### Placed cells, one color a class, run 1

Scale: 4 px per um. Fill, decap, tap and diode cells in gray.
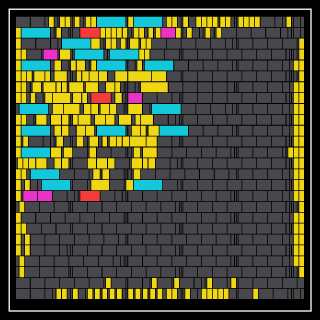
### The clock network, run 1

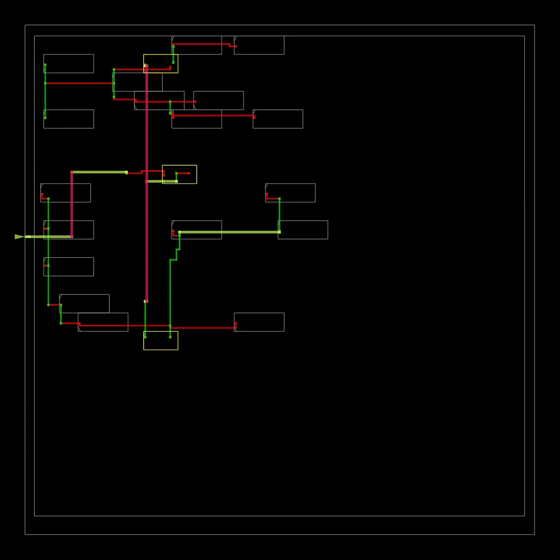
### Port wiring, run 1

Scale: 4 px per um.
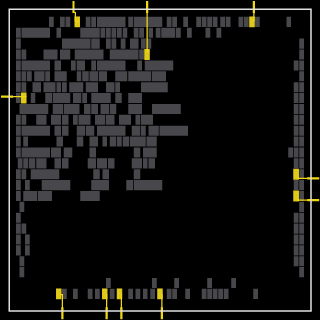
## src/rtl/clk_rst_seq.sv

```systemverilog
// rtl/clk_rst_seq.sv - startup reset sequencer: lock qualify, reset hold, optional BRAM zero-fill
// Optional BRAM clear sweep is compiled in with CLK_RST_SEQ_BRAM_CLEAR_EN.
module clk_rst_seq #(
  parameter int LOCK_WAIT = 1024,
  parameter int RST_HOLD  = 16,
  parameter int ADDR_W    = 10,
  parameter int DATA_W    = 128
) (
  input  logic              clk0,
  input  logic              rst,
  input  logic              locked,
  output logic              sys_rst,
  output logic              ready,
  output logic              lock_lost,
  output logic              bram_we,
  output logic [ADDR_W-1:0] bram_addr,
  output logic [DATA_W-1:0] bram_din
);

  localparam int CNT_MAX = (LOCK_WAIT > RST_HOLD) ? LOCK_WAIT : RST_HOLD;
  localparam int CNT_W   = (CNT_MAX > 1) ? $clog2(CNT_MAX) : 1;
  localparam logic [CNT_W-1:0] LOCK_LAST = CNT_W'(LOCK_WAIT - 1);
  localparam logic [CNT_W-1:0] HOLD_LAST = CNT_W'(RST_HOLD - 1);

  typedef enum logic [2:0] {WAIT_LOCK, STABLE, HOLD, CLEAR, RUN} state_t;

  state_t           state;
  logic [CNT_W-1:0] cnt;
  logic             sync1;
  logic             locked_s;
`ifdef CLK_RST_SEQ_BRAM_CLEAR_EN
  logic              clr_we;
  logic [ADDR_W-1:0] clr_addr;
`endif

  always_ff @(posedge clk0) begin
    if (rst) begin
      sync1     <= 1'b0;
      locked_s  <= 1'b0;
      state     <= WAIT_LOCK;
      cnt       <= '0;
      sys_rst   <= 1'b1;
      ready     <= 1'b0;
      lock_lost <= 1'b0;
`ifdef CLK_RST_SEQ_BRAM_CLEAR_EN
      clr_we    <= 1'b0;
      clr_addr  <= '0;
`endif
    end else begin
      sync1    <= locked;
      locked_s <= sync1;
      // A qualified lock loss outranks every other transition once past WAIT_LOCK.
      if (state != WAIT_LOCK && !locked_s) begin
        state   <= WAIT_LOCK;
        cnt     <= '0;
        sys_rst <= 1'b1;
        ready   <= 1'b0;
        if (state != STABLE) lock_lost <= 1'b1;
`ifdef CLK_RST_SEQ_BRAM_CLEAR_EN
        clr_we   <= 1'b0;
        clr_addr <= '0;
`endif
      end else begin
        case (state)
          WAIT_LOCK: begin
            cnt <= '0;
            if (locked_s) state <= STABLE;
          end
          STABLE: begin
            if (cnt == LOCK_LAST) begin
              state <= HOLD;
              cnt   <= '0;
            end else begin
              cnt <= cnt + 1'b1;
            end
          end
          HOLD: begin
            if (cnt == HOLD_LAST) begin
              cnt <= '0;
`ifdef CLK_RST_SEQ_BRAM_CLEAR_EN
              state    <= CLEAR;
              clr_we   <= 1'b1;
              clr_addr <= '0;
`else
              state   <= RUN;
              sys_rst <= 1'b0;
              ready   <= 1'b1;
`endif
            end else begin
              cnt <= cnt + 1'b1;
            end
          end
`ifdef CLK_RST_SEQ_BRAM_CLEAR_EN
          CLEAR: begin
            if (clr_addr == {ADDR_W{1'b1}}) begin
              state    <= RUN;
              clr_we   <= 1'b0;
              clr_addr <= '0;
              sys_rst  <= 1'b0;
              ready    <= 1'b1;
            end else begin
              clr_addr <= clr_addr + 1'b1;
            end
          end
`endif
          default: begin
          end
        endcase
      end
    end
  end

`ifdef CLK_RST_SEQ_BRAM_CLEAR_EN
  assign bram_we   = clr_we;
  assign bram_addr = clr_addr;
`else
  assign bram_we   = 1'b0;
  assign bram_addr = '0;
`endif
  assign bram_din = '0;

endmodule

```

## config.mk

```make
export PLATFORM = sky130hd
export DESIGN_NAME = clk_rst_seq
export DESIGN_NICKNAME = d
export VERILOG_FILES = /design/src/rtl/clk_rst_seq.sv
export SDC_FILE = /design/constraint.sdc
export NUM_CORES = 1
export LEC_CHECK = 0
export ABC_CLOCK_PERIOD_IN_PS = 2500
export CAP_MARGIN = 0
export CORE_MARGIN = 1
export CORE_UTILIZATION = 38
export DETAILED_ROUTE_END_ITERATION = 10
export HOLD_SLACK_MARGIN = 0.1
export PLACE_DENSITY = 0.87
export SLEW_MARGIN = 15
export SYNTH_ARGS = -nofsm -noshare
export SYNTH_HDL_FRONTEND = slang
export SYNTH_SLANG_ARGS = --single-unit
```

## constraint.sdc

```tcl
create_clock -name clk0 -period 2.5 [get_ports clk0]
set_clock_uncertainty 0.1 [all_clocks]
set_input_delay 0.5 -clock clk0 [delete_from_list [all_inputs] [get_ports clk0]]
set_output_delay 0.5 -clock clk0 [all_outputs]
set_load 0.01 [all_outputs]
```

==> CHANGELOG.md, run 1 <==
### Physical design

- Status: complete, no violations
- Initial antenna violation count: 0
- Die area: 5630 sq um
- Grt met2 use: 15.5%
- Tool Warnings: 26
- First-pass GRT wire length: 3780 um
- Fin crit period: 1.93 ns
- CP Max Fanout: 7
- Post-DRT Antenna Nets: 0
- CTS tree: done
- Post-CTS Hold Buffers: 0
- Worst Setup Start Kind: flip-flop
- CTS clk-pin slew, worst paths: 0.07 ns
- Period utilisation layout: 77.1%
- Required time worst endpoint: 2.53 ns
- Syn Area/Cell: 7.92 sq um
- Proportion of layout cells with a drive suffix above 1: 4.30%
- Hold Path Origin: sync1
- # DRC: 0
- DR iter-0 viols: 62
- Worst slew pin tran: 0.678 ns
- Setup CP Type: flip-flop to flip-flop
- Sw Share: 33.5%
- Gpl congestion: 0.837
- CTS root buf: clkbuf_8
- YS chip area: 2030 sq um
- Synth warn: 0
- Met1 usage: 9.70%
- Filler instances: 548
- Worst hold path class: flip-flop to flip-flop
- CP max stage cell: a21oi_2
- RR Startpoint: cnt[0]
- Hold Crit Depth: 1
- Part of the power in registers: 47.9%
- # rows: 26
- Nets: 262
- # Post-CTS Setup Buffers: 0
- Cell count listed in synth_stat.txt: 256
- Net Switching: 204 uW
- Finish-stage setup viols: 0
Back to the opening pictures, 'Placed cells, one color a class':
| color | class | cells |
|---|---|---|
| red | clock-net drivers | 3 |
| magenta | remaining buffers and delay cells | 5 |
| cyan | sequential cells | 18 |
| yellow | remaining logic cells | 230 |

Back to the opening pictures, 'The clock network':
total CTS buffers: 3
Clk. pwr: 203 uW
Clock buffer cells: 3

Back to the opening pictures, 'Port wiring':
| color | port | bits | direction | edge | end cells | buffers | wire |
|---|---|---|---|---|---|---|---|
| yellow | bram_addr | 10 | output | 4 south, 3 north, 2 east, 1 west | 10 | 0 | 41.0 um |

[run 1: routing by layer]
layer	wire length, um	up-vias
met5	0	-
met4	58	0
met3	295	7
met2	1380	105
li1	-	570
met1	941	580
[run 1: power by group through the flow]
stage	sequential, mW	combinational (mW)	clock, mW
2_1_floorplan	0.297	0.266	0
3_3_place_gp	0.298	0.109	0
3_5_place_dp	0.298	0.110	0
4_1_cts	0.292	0.110	0.209
5_1_grt	0.292	0.134	0.216
6_report	0.292	0.114	0.203
[run 1: kinds of logic (layout without fill, tap and decap cells)]
kind of cell / count (synthesis) / after routing / share of synthesized area (%)
other cells: 1 / 139 / 0.185
flops: 18 / 18 / 17.8
compound gates: 30 / 30 / 10.3
buf+inv: 148 / 10 / 53.9
simple gates: 54 / 54 / 15.2
mux: 3 / 3 / 1.54
fa+ha+maj: 2 / 2 / 1.11
[run 1: metrics by stage]
stage | cells | worst slack, ns | total power [mW] | area, sq um | hold slack, ns
floorplan | 394 | 0.903 | 0.562 | 2550 | 0.314
global placement | 323 | 0.506 | 0.407 | 1600 | 0.337
detailed placement | 323 | 0.459 | 0.408 | 1600 | 0.351
CTS | 326 | 0.562 | 0.610 | 1640 | 0.360
global route | 326 | 0.442 | 0.642 | 1640 | 0.377
finish | 326 | 0.573 | 0.609 | 1640 | 0.354
[run 1: layout by cell type, fill, tap and decap left out, types with 2 or more instances in the layout]
master           instances
o21a_1                   4
nor2b_1                  4
and4_1                   2
conb_1                 139
mux2i_1                  2
nor2_1                  11
nor4_1                   2
a211oi_1                 2
dfxtp_1                 18
inv_1                    2
o21ai_0                  3
o21ai_1                  4
a21oi_1                  5
clkbuf_8                 3
nand2_1                  8
o31ai_1                  2
a31oi_1                  3
nand4_1                  3
clkdlybuf4s50_1          5
nor3_1                   3
nand3_1                 10
nand2b_1                 2
[run 1: sequential cells by signal (all words and copies together) (netlist names)]
register	count
sys_rst	1
cnt	10
sync1	1
lock_lost	1
ready	1
state	3
locked_s	1
[run 1: final cells by class]
class	instances	area (sq um)	area share [%]
repair buffers	5	50.0	3.05
flip-flops and latches	18	360	22.0
well taps	70	87.6	5.34
inverters	2	7.51	0.458
multi-input cells	228	1090	66.6
clock buffers	3	41.3	2.52
[run 1: Yosys cell counts (2+ instances only)]
cell type	instances	area, sq um
a211oi_1	2	15.0
a21oi_1	5	25.0
a31oi_1	3	18.8
and4_1	2	17.5
buf_2	4	20.0
buf_4	140	1050
dfxtp_1	18	360
inv_1	2	7.51
mux2i_1	2	20.0
nand2_1	8	30.0
nand2b_1	2	12.5
nand3_1	10	50.1
nand4_1	3	18.8
nor2_1	11	41.3
nor2b_1	4	25.0
nor3_1	3	15.0
nor4_1	2	12.5
o21a_1	4	30.0
o21ai_0	3	15.0
o21ai_1	4	20.0
o31ai_1	2	15.0
[run 1: worst max-delay path by stage]
stage / cells past startpoint / startpoint / endpoint / slack [ns]
2_1_floorplan: 5 / cnt[0] / cnt[9] / 0.90
3_3_place_gp: 4 / rst / cnt[4] / 0.51
3_5_place_dp: 4 / rst / cnt[4] / 0.46
4_1_cts: 5 / cnt[0] / cnt[9] / 0.56
5_1_grt: 5 / cnt[0] / cnt[9] / 0.44
6_report: 5 / cnt[0] / cnt[6] / 0.57
### Routed clock nets over the placement, run 1

Scale: 6 px per um.
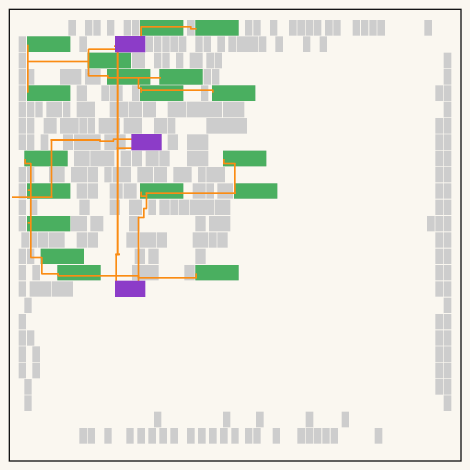

--- run 2 (diff from run 1) ---
ABC_CLOCK_PERIOD_IN_PS = 1650   (was 2500)
CORE_UTILIZATION = 32   (was 38)
PLACE_DENSITY = 0.78   (was 0.87)
clock period = 1.65 ns   (was 2.5 ns; I/O delays follow)
### Routed clock nets over the placement, run 2

Scale: 6 px per um.
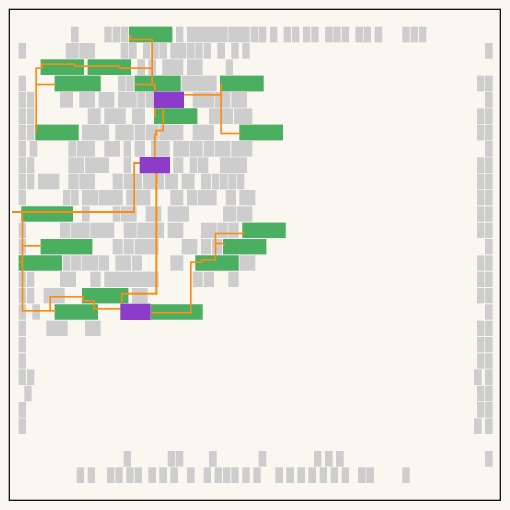
[purple] clock-net drivers | count: 3
[orange] clock wires | length: 234 um
[green] flip-flops | count: 18
routed clock nets: 4

==> run 2 against run 1 <==
Global-route usage decreased by 0.27 points; design area increased by 13%; fmax increased by 21%; worst hold slack got worse by 0.0025 ns; synthesized cell count unchanged; core utilization decreased by 1.3 points; die size increased by 18%; combinational power increased by 61%; non-clock buffer count increased by 19; critical path depth increased by 1; largest power group unchanged; highest routed layer unchanged.
==> CHANGELOG.md, run 2 <==
### Physical design

- Status: complete, no violations
- Post-CTS Hold Buffers: 0 (unchanged)
- YS chip area: 2030 sq um (unchanged)
- Regs by FF count: cnt x10, state x3
- Final Cell Area: 1850 sq um (+13%)
- Total CTS buffers: 3 (unchanged)
- Net Switching: 305 uW (+49%)
- CTS tree: done
- Max FFs per register: 10 (unchanged)
- # DRC: 0 (unchanged)
- DR iter-0 viols: 36 (-42%)
- Required time worst endpoint: 1.71 ns (-0.82 ns)
- First-pass GRT wire length: 4310 um (+14%)
- Gpl congestion: 0.914 (+9.2%)
- Placed inst area: 1740 sq um (+8.8%)
- Die area: 6660 sq um (+18%)
- Hold Crit Depth: 1 (unchanged)
- Most used logic cell in the final layout: conb_1
- Initial antenna violation count: 0 (unchanged)
- Tightest hold margin: 0.352 ns (-0.00249 ns)
- XOR/XNOR Area Share: 0% (unchanged)
- Part of the power in registers: 47.5% (-0.4 points)
- Tool Warnings: 27 (+3.8%)
- Biggest register: cnt
- Worst hold path class: flip-flop to flip-flop
- Post-DRT Antenna Nets: 0 (unchanged)
- Synth top cells by count: buf_4, dfxtp_1, nor2_1
- Post-synth top area share: 51.8% (unchanged)
- Cell count listed in synth_stat.txt: 256 (unchanged)
- Flop area: 375 sq um (+4.2%)
- Most numerous cell in the Yosys netlist: buf_4
- Nets: 281 (+7.3%)
- Finish-stage setup viols: 0 (unchanged)
- Logic area: 1130 sq um (+3.3%)
- Most frequent cells in the layout: conb_1, buf_4, dfxtp_1
- CTS root buf: clkbuf_8
- Setup CP Type: flip-flop to flip-flop
- Fin crit period: 1.59 ns (-0.339 ns)
- Syn Area/Cell: 7.92 sq um (unchanged)
- # rows: 28 (+7.7%)
- Mux share: 1.54% (unchanged)
run 2: cell counts after synthesis:
Identical to the previous run, type by type.
run 2: critical path: stages, from the launching register on:
cell and delay, ns:
dfxtp_4 0.36, ha_4 0.16, and4_1 0.22, a31oi_2 0.24
a21oi_2 0.07, buf_6 0.14, o31ai_1 0.20
run 2: routing by layer:
layer / vias up / GRT usage [%] / share of wire (%)
li1: 612 / - / -
met2: 111 / 13.3 / 53
met4: 0 / 5.44 / 1.4
met3: 6 / 1.44 / 9.6
met1: 596 / 10.4 / 36
met5: - / 0 / 0
run 2: through the flow:
stage	TNS, ns	instances	total power, mW	setup slack, ns
after global routing	-0.0408	350	0.981	-0.0391
after floorplan	0	394	0.852	0.0533
after global placement	-0.0531	346	0.626	-0.0270
after CTS	0	349	0.929	0.00198
after detailed placement	-0.229	346	0.628	-0.0775
final	0	350	0.922	0.0620
run 2: layout make-up:
type	count	share of cell area, %
Clock buffer	3	2.23
Inverter	2	0.405
Multi-Input combinational cell	228	60.9
Sequential cell	18	20.2
Tap cell	75	5.06
Timing Repair Buffer	24	11.2
run 2: repair_timing:
| item | CTS | global route |
|---|---|---|
| buffers inserted | 0 | 1 |
| pin swaps | 1 | 7 |
| resized | 2 | 18 |
| gates cloned | 0 | 0 |
| setup endpoints to repair | 3 | 14 |
run 2: power groups by stage:
| stage | logic (mW) | registers (mW) | clock network (mW) |
|---|---|---|---|
| 2_1_floorplan | 0.402 | 0.449 | 0 |
| 3_3_place_gp | 0.174 | 0.451 | 0 |
| 3_5_place_dp | 0.176 | 0.452 | 0 |
| 4_1_cts | 0.177 | 0.442 | 0.310 |
| 5_1_grt | 0.214 | 0.438 | 0.329 |
| 6_report | 0.184 | 0.438 | 0.300 |
run 2: logic make-up after synthesis:
logic type                 after synthesis
muxes                                    3
adders and majority gates                2
and+or+nand+nor                         54
other                                    1
AOI/OAI and AO/OA                       30
DFF                                     18
buffers and inverters                  148
run 2: final timing paths:
path / start / end / slack, ns
max: cnt[0] / cnt[3] / 0.06
min: sync1 / locked_s / 0.35
min reg2reg: sync1 / locked_s / 0.35
max reg2reg: cnt[0] / cnt[3] / 0.06
### Placed cells, one color a class, run 2

Scale: 4 px per um. Fill, decap, tap and diode cells in gray.
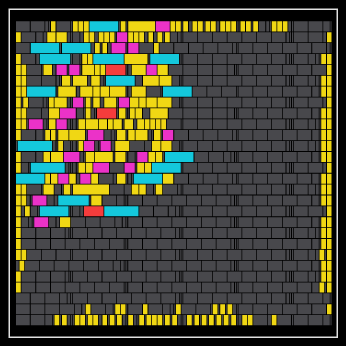

--- run 3 (diff from run 2) ---
CORE_UTILIZATION = 31   (was 32)
PLACE_DENSITY = 0.76   (was 0.78)
SLEW_MARGIN = 20   (was 15)
### Placed cells, one color a class, run 3

Scale: 4 px per um. Fill, decap, tap and diode cells in gray.
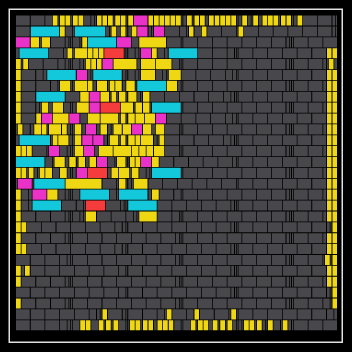
| color | class | cells |
|---|---|---|
| cyan | sequential cells | 18 |
| yellow | remaining logic cells | 230 |
| red | clock drivers and dummy loads | 4 |
| magenta | remaining buffers and delay cells | 24 |

==> run 3 against run 2 <==
Critical path type unchanged; largest cell class unchanged; sequential power is 0.9% higher; global-route usage shrank 1.1 points; worst hold slack got worse by 0.0010 ns; critical path depth is the same; fmax grew 1.5%; sequential cell count stayed put; power rose by 7.5%; routed wire length decreased by 11%.
==> CHANGELOG.md, run 3 <==
### Physical design

- Max-cap violations: 0
- # DRC: 0 (unchanged)
- Worst skew pair latency: 0.26 ns
- First-pass GRT wire length: 4140 um (-3.8%)
- Post-DRT Antenna Nets: 0 (unchanged)
- Gpl congestion: 0.937 (+2.6%)
- Proportion of layout cells with a drive suffix above 1: 13.8%
- Setup CP Type: flip-flop to flip-flop
- Synth Seq Share: 17.8%
- Initial antenna violation count: 0 (unchanged)
- YS chip area: 2030 sq um (unchanged)
- Finish-stage setup viols: 0 (unchanged)
- Most used logic cell in the final layout: conb_1
- Area Growth Syn to Fin: -9.56%
- Number of synthesized flops with an enable pin: 0
- Max VDD drop: 0.000386 V
- Init Core Util: 31.9%
- Required time worst endpoint: 1.70 ns (about the same)
- Nets: 281 (unchanged)
- Power Density: 541 nW/um^2
- Worst hold path class: flip-flop to flip-flop
- I/O Buffers: 5
- Clk sinks: 18
- Worst Setup Start Kind: flip-flop
- CTS clk-pin slew, worst paths: 0.07 ns
- Leakage: 0.878 nW
- Vias/cell: 3.69
- Syn Area/Cell: 7.92 sq um (unchanged)
- Logic area: 1120 sq um (-0.89%)
- Cell count listed in synth_stat.txt: 256 (unchanged)
- Clock Path Buffers: 2
- Core ar.: 6350 sq um
- DR iter-0 viols: 39 (+8.3%)
- Tightest hold margin: 0.351 ns (-0.00103 ns)
- I/O pin count: 145
- 1st-pass router iterations: 4
- Status: complete, no violations
- CP Max Fanout: 5
- Post-CTS Hold Buffers: 0 (unchanged)
- Largest net degree at the start of global routing: 13
- Commonest flop: dfxtp_1
- Regs by FF count: cnt x10, state x3
- CTS root buf: clkbuf_8
- Mapped Cells: 256
- Die H: 82.9 um
- Final Slew Violations: 0
- Synth warn: 0
- Die W: 82.9 um
- Max FFs per register: 10 (unchanged)
- Filler instances: 670
- Final setup TNS: 0 ns (unchanged)
- Synth top cells by count: buf_4, dfxtp_1, nor2_1
- Die area: 6870 sq um (+3.1%)
- # rows: 29 (+3.6%)
- Arr. time, crit path: 1.61 ns
- Ys async rst share: 0%
- Total GRT Usage: 7.23%
- Most numerous cell in the Yosys netlist: buf_4
- Ys flops: 18
- Total CTS buffers: 3 (unchanged)
- Most frequent cells in the layout: conb_1, buf_4, dfxtp_1
- Fin crit period: 1.56 ns (-0.0237 ns)
- Period utilisation layout: 94.8%
- Via count: 1304
- CTS tree: done
- Overall power: 992 uW (+7.5%)
- Post-synth top area share: 51.8% (unchanged)
- Vias in the first global route: 947
- Final Hold Vio Count: 0
- Flop area: 364 sq um (-3.0%)
- Unique cell types: 43
- Synth area leaders: buf_4, dfxtp_1, nand3_1
- H-tree depth: 1
- Critical Path Sink Type: flip-flop
- Drt wl/cell: 7.62 um
- Dpl hpwl: 2040 um
- Tool Warnings: 27 (unchanged)
- Biggest register: cnt
==> run 3: netlist changes by cell type in the layout (fill, tap and decap cells not counted), sizes merged <==
cell / delta
clkbuf: +1
==> run 3: kinds of logic (layout without fill, tap and decap cells) <==
| logic type | count (synthesis) | after routing | share of synthesized area (%) |
|---|---|---|---|
| other cells | 1 | 139 | 0.185 |
| flops | 18 | 18 | 17.8 |
| buf+inv | 148 | 30 | 53.9 |
| mux | 3 | 3 | 1.54 |
| simple gates | 54 | 54 | 15.2 |
| compound gates | 30 | 30 | 10.3 |
| fa+ha+maj | 2 | 2 | 1.11 |
==> run 3: critical path: stages (launching register included) <==
cell and delay, ns:
dfxtp_2 0.36, ha_4 0.16, and3_1 0.18, nand4_1 0.20
a21oi_2 0.21, buf_4 0.16, o21ai_1 0.08
==> run 3: final cells by class <==
class | instances | share of cell area [%]
multi-input cells | 228 | 61.0
flip-flops and latches | 18 | 19.8
repair buffers | 24 | 10.5
well taps | 77 | 5.25
clock buffers | 4 | 3.00
inverters | 2 | 0.409
==> run 3: where the power goes <==
part           total (mW)  internal (mW)  switching, mW
registers           0.442          0.438        0.00459
clock network       0.367          0.212          0.154
logic               0.183         0.0215          0.161
total               0.992          0.672          0.320
==> run 3: per-stage QoR <==
stage               instance area [sq um]  util [%]  std cells  setup WS, ns
floorplan                            2550         -        394        0.0533
global placement                     1740      27.4        348       -0.0272
detailed placement                   1740      27.4        348       -0.0846
CTS                                  1810      28.5        353      -0.00349
global route                         1830      28.9        353       -0.0295
finish                               1830      28.9        353        0.0858
==> run 3: worst paths after layout <==
kind         startpoint  endpoint  slack [ns]  cells past startpoint
min               sync1  locked_s        0.35                      1
max reg2reg      cnt[0]    cnt[6]        0.09                      6
max              cnt[0]    cnt[6]        0.09                      6
min reg2reg       sync1  locked_s        0.35                      1
==> run 3: routing by layer <==
layer | vias to the layer above | GRT usage (%) | share of wire, %
li1 | 611 | - | -
met4 | 0 | 3.61 | 2.3
met1 | 591 | 8.71 | 41
met5 | - | 0 | 0
met3 | 6 | 1.19 | 8.0
met2 | 96 | 12.4 | 49
==> run 3: repair_timing <==
| item | 4_1_cts | 5_1_grt |
|---|---|---|
| resized | 1 | 7 |
| endpoints found under the setup margin | 5 | 14 |
| pin swaps | 2 | 0 |
| setup buffers | 1 | 0 |
Power and IR drop assume default switching activity.
